### src/rtl/nibble_serial_alu_if.sv
`default_nettype none
// ============================================================================
//  Module   : nibble_serial_alu_if
//  Brief    : Operand/result handshake bundle for the nibble-serial ALU.
//             master = operand source + result consumer, slave = the ALU.
//  Revision : 1.0  initial release
// ============================================================================
interface nibble_serial_alu_if #(
    parameter int WIDTH = 16
);
    logic             in_valid;
    logic             in_ready;
    logic [WIDTH-1:0] a;
    logic [WIDTH-1:0] b;
    logic [2:0]       alu_op;
    logic             out_valid;
    logic             out_ready;
    logic [WIDTH-1:0] result;
    logic             carry_out;
    logic             overflow;
    logic             zero;

    modport master (
        output in_valid, a, b, alu_op, out_ready,
        input  in_ready, out_valid, result, carry_out, overflow, zero
    );

    modport slave (
        input  in_valid, a, b, alu_op, out_ready,
        output in_ready, out_valid, result, carry_out, overflow, zero
    );
endinterface
`default_nettype wire

### src/rtl/nibble_serial_alu.sv
`default_nettype none
// ============================================================================
//  Module   : nibble_serial_alu
//  Brief    : WIDTH-bit ALU computed one nibble per clock, LS nibble first,
//             with a registered carry between nibbles. Valid/ready on both
//             the operand and result sides.
//             Optional feature macro: ALU_SERIAL_SLT_EN (alu_op 111 = SLT;
//             when undefined, 111 behaves as SUB).
//  Revision : 1.0  initial release
// ============================================================================
module nibble_serial_alu #(
    parameter int WIDTH = 16
) (
    input  logic                clk,
    input  logic                rst_n,
    nibble_serial_alu_if.slave  bus
);
    localparam int c_nib   = WIDTH / 4;
    localparam int c_idx_w = (c_nib > 1) ? $clog2(c_nib) : 1;
    localparam logic [c_idx_w-1:0] c_last = c_idx_w'(c_nib - 1);

    if ((WIDTH % 4) != 0 || WIDTH < 8) begin : g_width_check
        $error("nibble_serial_alu: WIDTH must be a multiple of 4 and >= 8");
    end

    typedef enum logic [1:0] {
        IDLE = 2'd0,
        RUN  = 2'd1,
        DONE = 2'd2
    } state_t;

    state_t             state_q,  state_d;
    logic [WIDTH-1:0]   a_q,      a_d;
    logic [WIDTH-1:0]   b_q,      b_d;
    logic [2:0]         op_q,     op_d;
    logic               carry_q,  carry_d;
    logic [c_idx_w-1:0] idx_q,    idx_d;
    logic [WIDTH-1:0]   result_q, result_d;
    logic               cout_q,   cout_d;
    logic               ovf_q,    ovf_d;
    logic               zero_q,   zero_d;

    // Nibble datapath (one 4-bit slice, reused every RUN cycle)
    logic             w_is_sub;
    logic             w_is_arith;
    logic [WIDTH-1:0] w_a_sh;
    logic [WIDTH-1:0] w_b_sh;
    logic [3:0]       w_a_nib;
    logic [3:0]       w_b_raw;
    logic [3:0]       w_b_nib;
    logic [4:0]       w_sum;
    logic             w_c_msb_in;
    logic             w_ovf;
    logic             w_carry_next;
    logic [3:0]       w_nib_val;

    assign w_is_sub     = (op_q == 3'b110) || (op_q == 3'b111);
    assign w_is_arith   = (op_q == 3'b010) || w_is_sub;
    assign w_a_sh       = a_q >> {idx_q, 2'b00};
    assign w_b_sh       = b_q >> {idx_q, 2'b00};
    assign w_a_nib      = w_a_sh[3:0];
    assign w_b_raw      = w_b_sh[3:0];
    assign w_b_nib      = w_is_sub ? ~w_b_raw : w_b_raw;
    assign w_sum        = {1'b0, w_a_nib} + {1'b0, w_b_nib} + {4'b0000, carry_q};
    // Carry into bit 3 recovered from the sum bit: s3 = a3 ^ b3 ^ c3
    assign w_c_msb_in   = w_a_nib[3] ^ w_b_nib[3] ^ w_sum[3];
    assign w_ovf        = w_is_arith & (w_c_msb_in ^ w_sum[4]);
    assign w_carry_next = w_is_arith ? w_sum[4] : carry_q;

    // Operation select for the current nibble; unlisted opcodes produce zero
    always_comb begin
        w_nib_val = 4'h0;
        case (op_q)
            3'b000:  w_nib_val = w_a_nib & w_b_raw;
            3'b001:  w_nib_val = w_a_nib | w_b_raw;
            3'b010,
            3'b110,
            3'b111:  w_nib_val = w_sum[3:0];
            default: w_nib_val = 4'h0;
        endcase
    end

    // Next-state and datapath register updates
    always_comb begin
        state_d  = state_q;
        a_d      = a_q;
        b_d      = b_q;
        op_d     = op_q;
        carry_d  = carry_q;
        idx_d    = idx_q;
        result_d = result_q;
        cout_d   = cout_q;
        ovf_d    = ovf_q;
        zero_d   = zero_q;
        case (state_q)
            IDLE: begin
                if (bus.in_valid) begin
                    a_d      = bus.a;
                    b_d      = bus.b;
                    op_d     = bus.alu_op;
                    carry_d  = (bus.alu_op == 3'b110) || (bus.alu_op == 3'b111);
                    idx_d    = '0;
                    result_d = '0;
                    state_d  = RUN;
                end
            end
            RUN: begin
                result_d[{idx_q, 2'b00} +: 4] = w_nib_val;
                carry_d = w_carry_next;
                idx_d   = idx_q + 1'b1;
                if (idx_q == c_last) begin
`ifdef ALU_SERIAL_SLT_EN
                    // Less-than: sign of the difference corrected by overflow
                    if (op_q == 3'b111) begin
                        result_d = {{(WIDTH-1){1'b0}}, w_sum[3] ^ w_ovf};
                    end
`endif
                    cout_d  = w_is_arith & w_sum[4];
                    ovf_d   = w_ovf;
                    zero_d  = (result_d == '0);
                    state_d = DONE;
                end
            end
            DONE: begin
                if (bus.out_ready) begin
                    state_d = IDLE;
                end
            end
            default: state_d = IDLE;
        endcase
    end

    // State and datapath flops, cleared asynchronously
    always_ff @(posedge clk or negedge rst_n) begin
        if (!rst_n) begin
            state_q  <= IDLE;
            a_q      <= '0;
            b_q      <= '0;
            op_q     <= 3'b000;
            carry_q  <= 1'b0;
            idx_q    <= '0;
            result_q <= '0;
            cout_q   <= 1'b0;
            ovf_q    <= 1'b0;
            zero_q   <= 1'b0;
        end else begin
            state_q  <= state_d;
            a_q      <= a_d;
            b_q      <= b_d;
            op_q     <= op_d;
            carry_q  <= carry_d;
            idx_q    <= idx_d;
            result_q <= result_d;
            cout_q   <= cout_d;
            ovf_q    <= ovf_d;
            zero_q   <= zero_d;
        end
    end

    assign bus.in_ready  = (state_q == IDLE);
    assign bus.out_valid = (state_q == DONE);
    assign bus.result    = result_q;
    assign bus.carry_out = cout_q;
    assign bus.overflow  = ovf_q;
    assign bus.zero      = zero_q;
endmodule
`default_nettype wire

### src/flat_wrapper.sv
// flat-port wrapper written by rule: the top's interface ports become plain ports
module nibble_serial_alu_flat 
#(
    parameter int WIDTH = 16
)
  (clk, rst_n, bus_in_valid, bus_a, bus_b, bus_alu_op, bus_out_ready, bus_in_ready, bus_out_valid, bus_result, bus_carry_out, bus_overflow, bus_zero);
  nibble_serial_alu_if #(.WIDTH(WIDTH)) bus_i ();
  input  logic clk;
  input  logic rst_n;
  input wire logic [$bits(bus_i.in_valid)-1:0] bus_in_valid;
  input wire logic [$bits(bus_i.a)-1:0] bus_a;
  input wire logic [$bits(bus_i.b)-1:0] bus_b;
  input wire logic [$bits(bus_i.alu_op)-1:0] bus_alu_op;
  input wire logic [$bits(bus_i.out_ready)-1:0] bus_out_ready;
  output wire logic [$bits(bus_i.in_ready)-1:0] bus_in_ready;
  output wire logic [$bits(bus_i.out_valid)-1:0] bus_out_valid;
  output wire logic [$bits(bus_i.result)-1:0] bus_result;
  output wire logic [$bits(bus_i.carry_out)-1:0] bus_carry_out;
  output wire logic [$bits(bus_i.overflow)-1:0] bus_overflow;
  output wire logic [$bits(bus_i.zero)-1:0] bus_zero;
  assign bus_i.in_valid = bus_in_valid;
  assign bus_i.a = bus_a;
  assign bus_i.b = bus_b;
  assign bus_i.alu_op = bus_alu_op;
  assign bus_i.out_ready = bus_out_ready;
  assign bus_in_ready = bus_i.in_ready;
  assign bus_out_valid = bus_i.out_valid;
  assign bus_result = bus_i.result;
  assign bus_carry_out = bus_i.carry_out;
  assign bus_overflow = bus_i.overflow;
  assign bus_zero = bus_i.zero;
  nibble_serial_alu #(.WIDTH(WIDTH)) u_core (.clk(clk), .rst_n(rst_n), .bus(bus_i));
endmodule
### config.mk
export PLATFORM = sky130hd
export DESIGN_NAME = nibble_serial_alu_flat
export DESIGN_NICKNAME = d
export VERILOG_FILES = /design/src/rtl/nibble_serial_alu_if.sv /design/src/rtl/nibble_serial_alu.sv /design/src/flat_wrapper.sv
export SDC_FILE = /design/constraint.sdc
export NUM_CORES = 1
export LEC_CHECK = 0
export CORE_MARGIN = 2
export CORE_UTILIZATION = 50
export DETAILED_ROUTE_END_ITERATION = 8
export GPL_TIMING_DRIVEN = 0
export PLACE_DENSITY = 0.78
export SYNTH_ARGS = -nofsm -noshare
export SYNTH_HDL_FRONTEND = slang
export SYNTH_SLANG_ARGS = --single-unit
export TNS_END_PERCENT = 5
### constraint.sdc
create_clock -name clk -period 3.6 [get_ports clk]
set_input_delay 0.72 -clock clk [delete_from_list [all_inputs] [get_ports clk]]
set_output_delay 0.72 -clock clk [all_outputs]
set_load 0.02 [all_outputs]
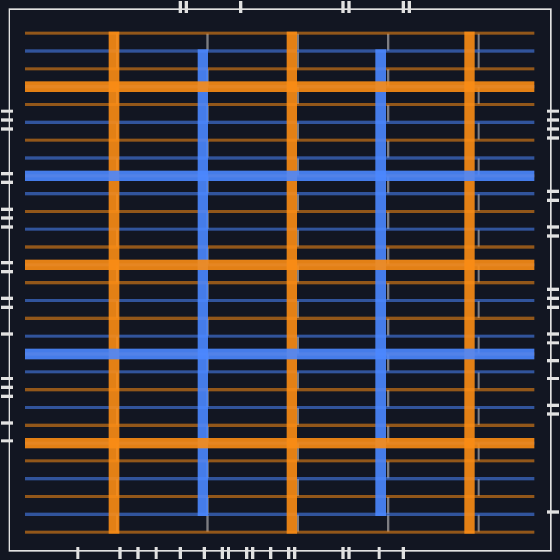
(PDN straps and rails)
Pins as bars on the die edge. Tap cells in gray.
Blue is VDD. Orange is VSS.
75 tap cells. The core has 28 rows. 29 met1 rails follow the rows.

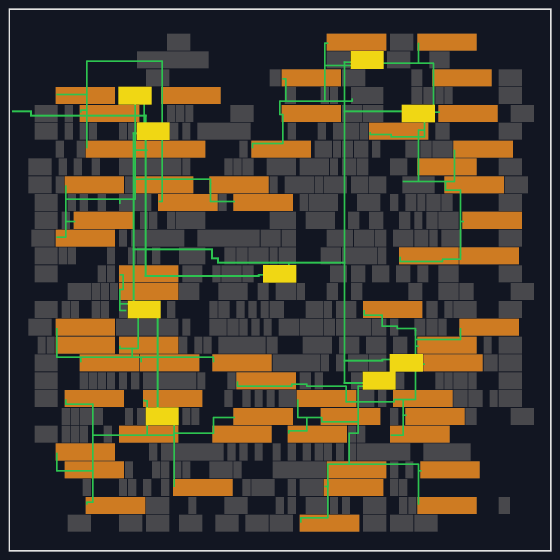
(clock wires, drivers and flops)
Green is clock wires, length 737 um. Orange is flip-flops, count 59. Yellow is clock-net drivers, count 9.
Position of the flops: spread over the die.
P_clk: 626 uW
clock share of power: 0.154

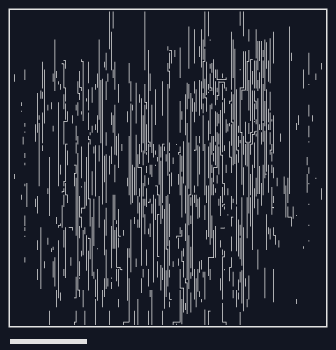
(signal wires on met2)
Scale bar: 20 um.
The wires run mostly vertical. The longest straight run is 43.5 um.
Via Count: 2,601
Routed WL: 7.04 mm
met2 GRT Util: 0.385

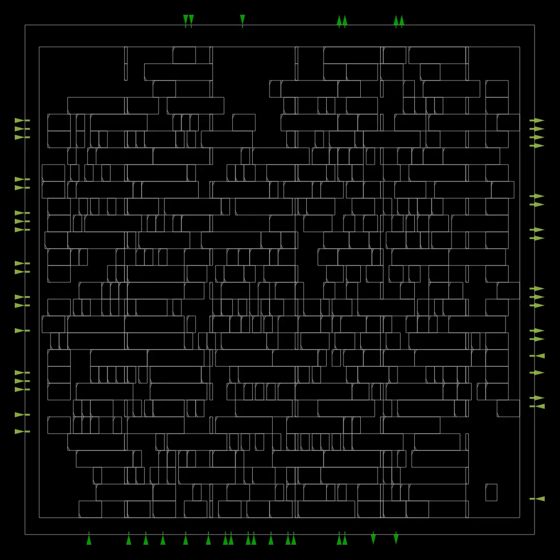
(placed standard cells)
Cell Rows: 28
Flop Count: 59
Final Non-Filler Cells: 477
Seq area share: 0.371

## metrics by stage
step                area [sq um]  hold slack [ns]  total power (uW)
finish                      3980            0.345              4070
floorplan                   3080            0.424              2780
global placement            3760            0.450              3350
detailed placement          3770            0.455              3440
global route                3980            0.380              4400
CTS                         3980            0.363              4080
## layer usage
metal  vias to the layer above  share of wire
li1                       1256              -
met1                      1256           0.45
met2                        75           0.48
met3                        14          0.048
met4                         0          0.019
met5                         -              0
## report_power, final
group	internal [uW]	leakage (uW)	switching, uW
clock	378	0.000104	249
combinational	995	0.000970	1350
sequential	933	0.000758	163
## worst register-to-register path, cell delays in order (launching register included)
cell and delay [ns]:
dfrtp_1 0.39, clkbuf_1 0.45, mux4_2 0.46, xor2_1 0.19
fa_1 0.44, fa_1 0.53, inv_1 0.06, a32oi_1 0.19
a211oi_1 0.11, nor4b_2 0.32, o22a_1 0.18
## final cells by class
cell class,instances,area [sq um]
clock inverters,1,30.0
well taps,75,93.8
clock buffers,15,176
fillers,496,1940
plain buffers,15,63.8
flip-flops and latches,59,1480
inverters,9,33.8
repair buffers,60,606
multi-input cells,243,1500
## flip-flops by register name (all words and copies together) (netlist names)
register / cells
u_core.a_q: 16
u_core.b_q: 16
u_core.bus.carry_out: 1
u_core.bus.overflow: 1
u_core.bus.result: 16
u_core.bus.zero: 1
u_core.carry_q: 1
u_core.idx_q: 2
u_core.op_q: 3
u_core.state_q: 2
## cells by family after synthesis
group | Yosys count
flops | 59
mux | 9
fa+ha+maj | 12
xor+xnor | 7
simple gates | 163
buf+inv | 24
compound gates | 52
==> flow_summary.yaml <==
# yosys + openroad results
final_timing:
  slew-limit-headroom: 0.610
  max_freq_mhz: 296
  fin_skew_ns: 0.00785
  rsz0062_at_grt: "false"
  fin_crit_sh: 0.940
cts:
  cts_hold_buf: 0
  worstSkewPairLatency_ns: 0.34
  ctsResizeCount: 0
  cts_max_level: 3
  numCtsBuffers: 9
synthesis:
  edf_count: 0
  yosys.area_share.aoi: 0.120
  synthTopCellsByArea: "dfrtp_1 48%, nand2_1 15%, mux4_2 3.7%, ha_1 3.3%, mux4_1 2.6%"
  ys_warn_count: 0
  simple_gate_share: 0.229
  avgSynthCellArea_sq_um: 9.43
  adder_share: 0.0525
  yosys-top-cells-count: "124 x nand2_1, 59 x dfrtp_1, 15 x o21ai_0"
  yosys_cells: 326
  fp_nets: 375
worst_setup_path:
  ff2ff_setup_slack_ns: 0.22
  ff2ff_path_depth: 10
  cp_top_family: "adder cells"
  startpoint: "u_core.idx_q[1]$_DFFE_PN0P_"
  cp-end-kind: "flip-flop"
  cp.arrival_ns: 3.67
  reg2reg_to: "u_core.bus.zero$_DFFE_PN0P_"
  required_ns: 3.88
  cp.depth: 10
finish:
  syn_to_final_growth_pct: 29.5
  fin_util: 0.672
  layout_top_cells: "124 x nand2_1, 59 x dfrtp_1, 58 x clkdlybuf4s50_1"
  nets: 446
global_routing:
  top_usage_layer: "met2"
  grt_pass1_vias: 2562
  met3_usage: 0.0533
  use_met1: 0.295
  grt_pass1_wl_mm: 11.8
run:
  cap_viol_max_count: 0
outcome:
  outcome: "finished clean"
route:
  first_iter_violations: 142
  viasPerCell: 5.45
  wire_per_inst_um: 14.8
floorplanning:
  core-area_sq_mm: 0.00592
  fp_util: 0.519
  chipArea_sq_mm: 0.00679
placement:
  place.gp.congestion: 0.915
  io_buffers: 59
  dp_slack_ns: 0.226
Power figures rest on the tool's default switching activity, not on a simulated workload.
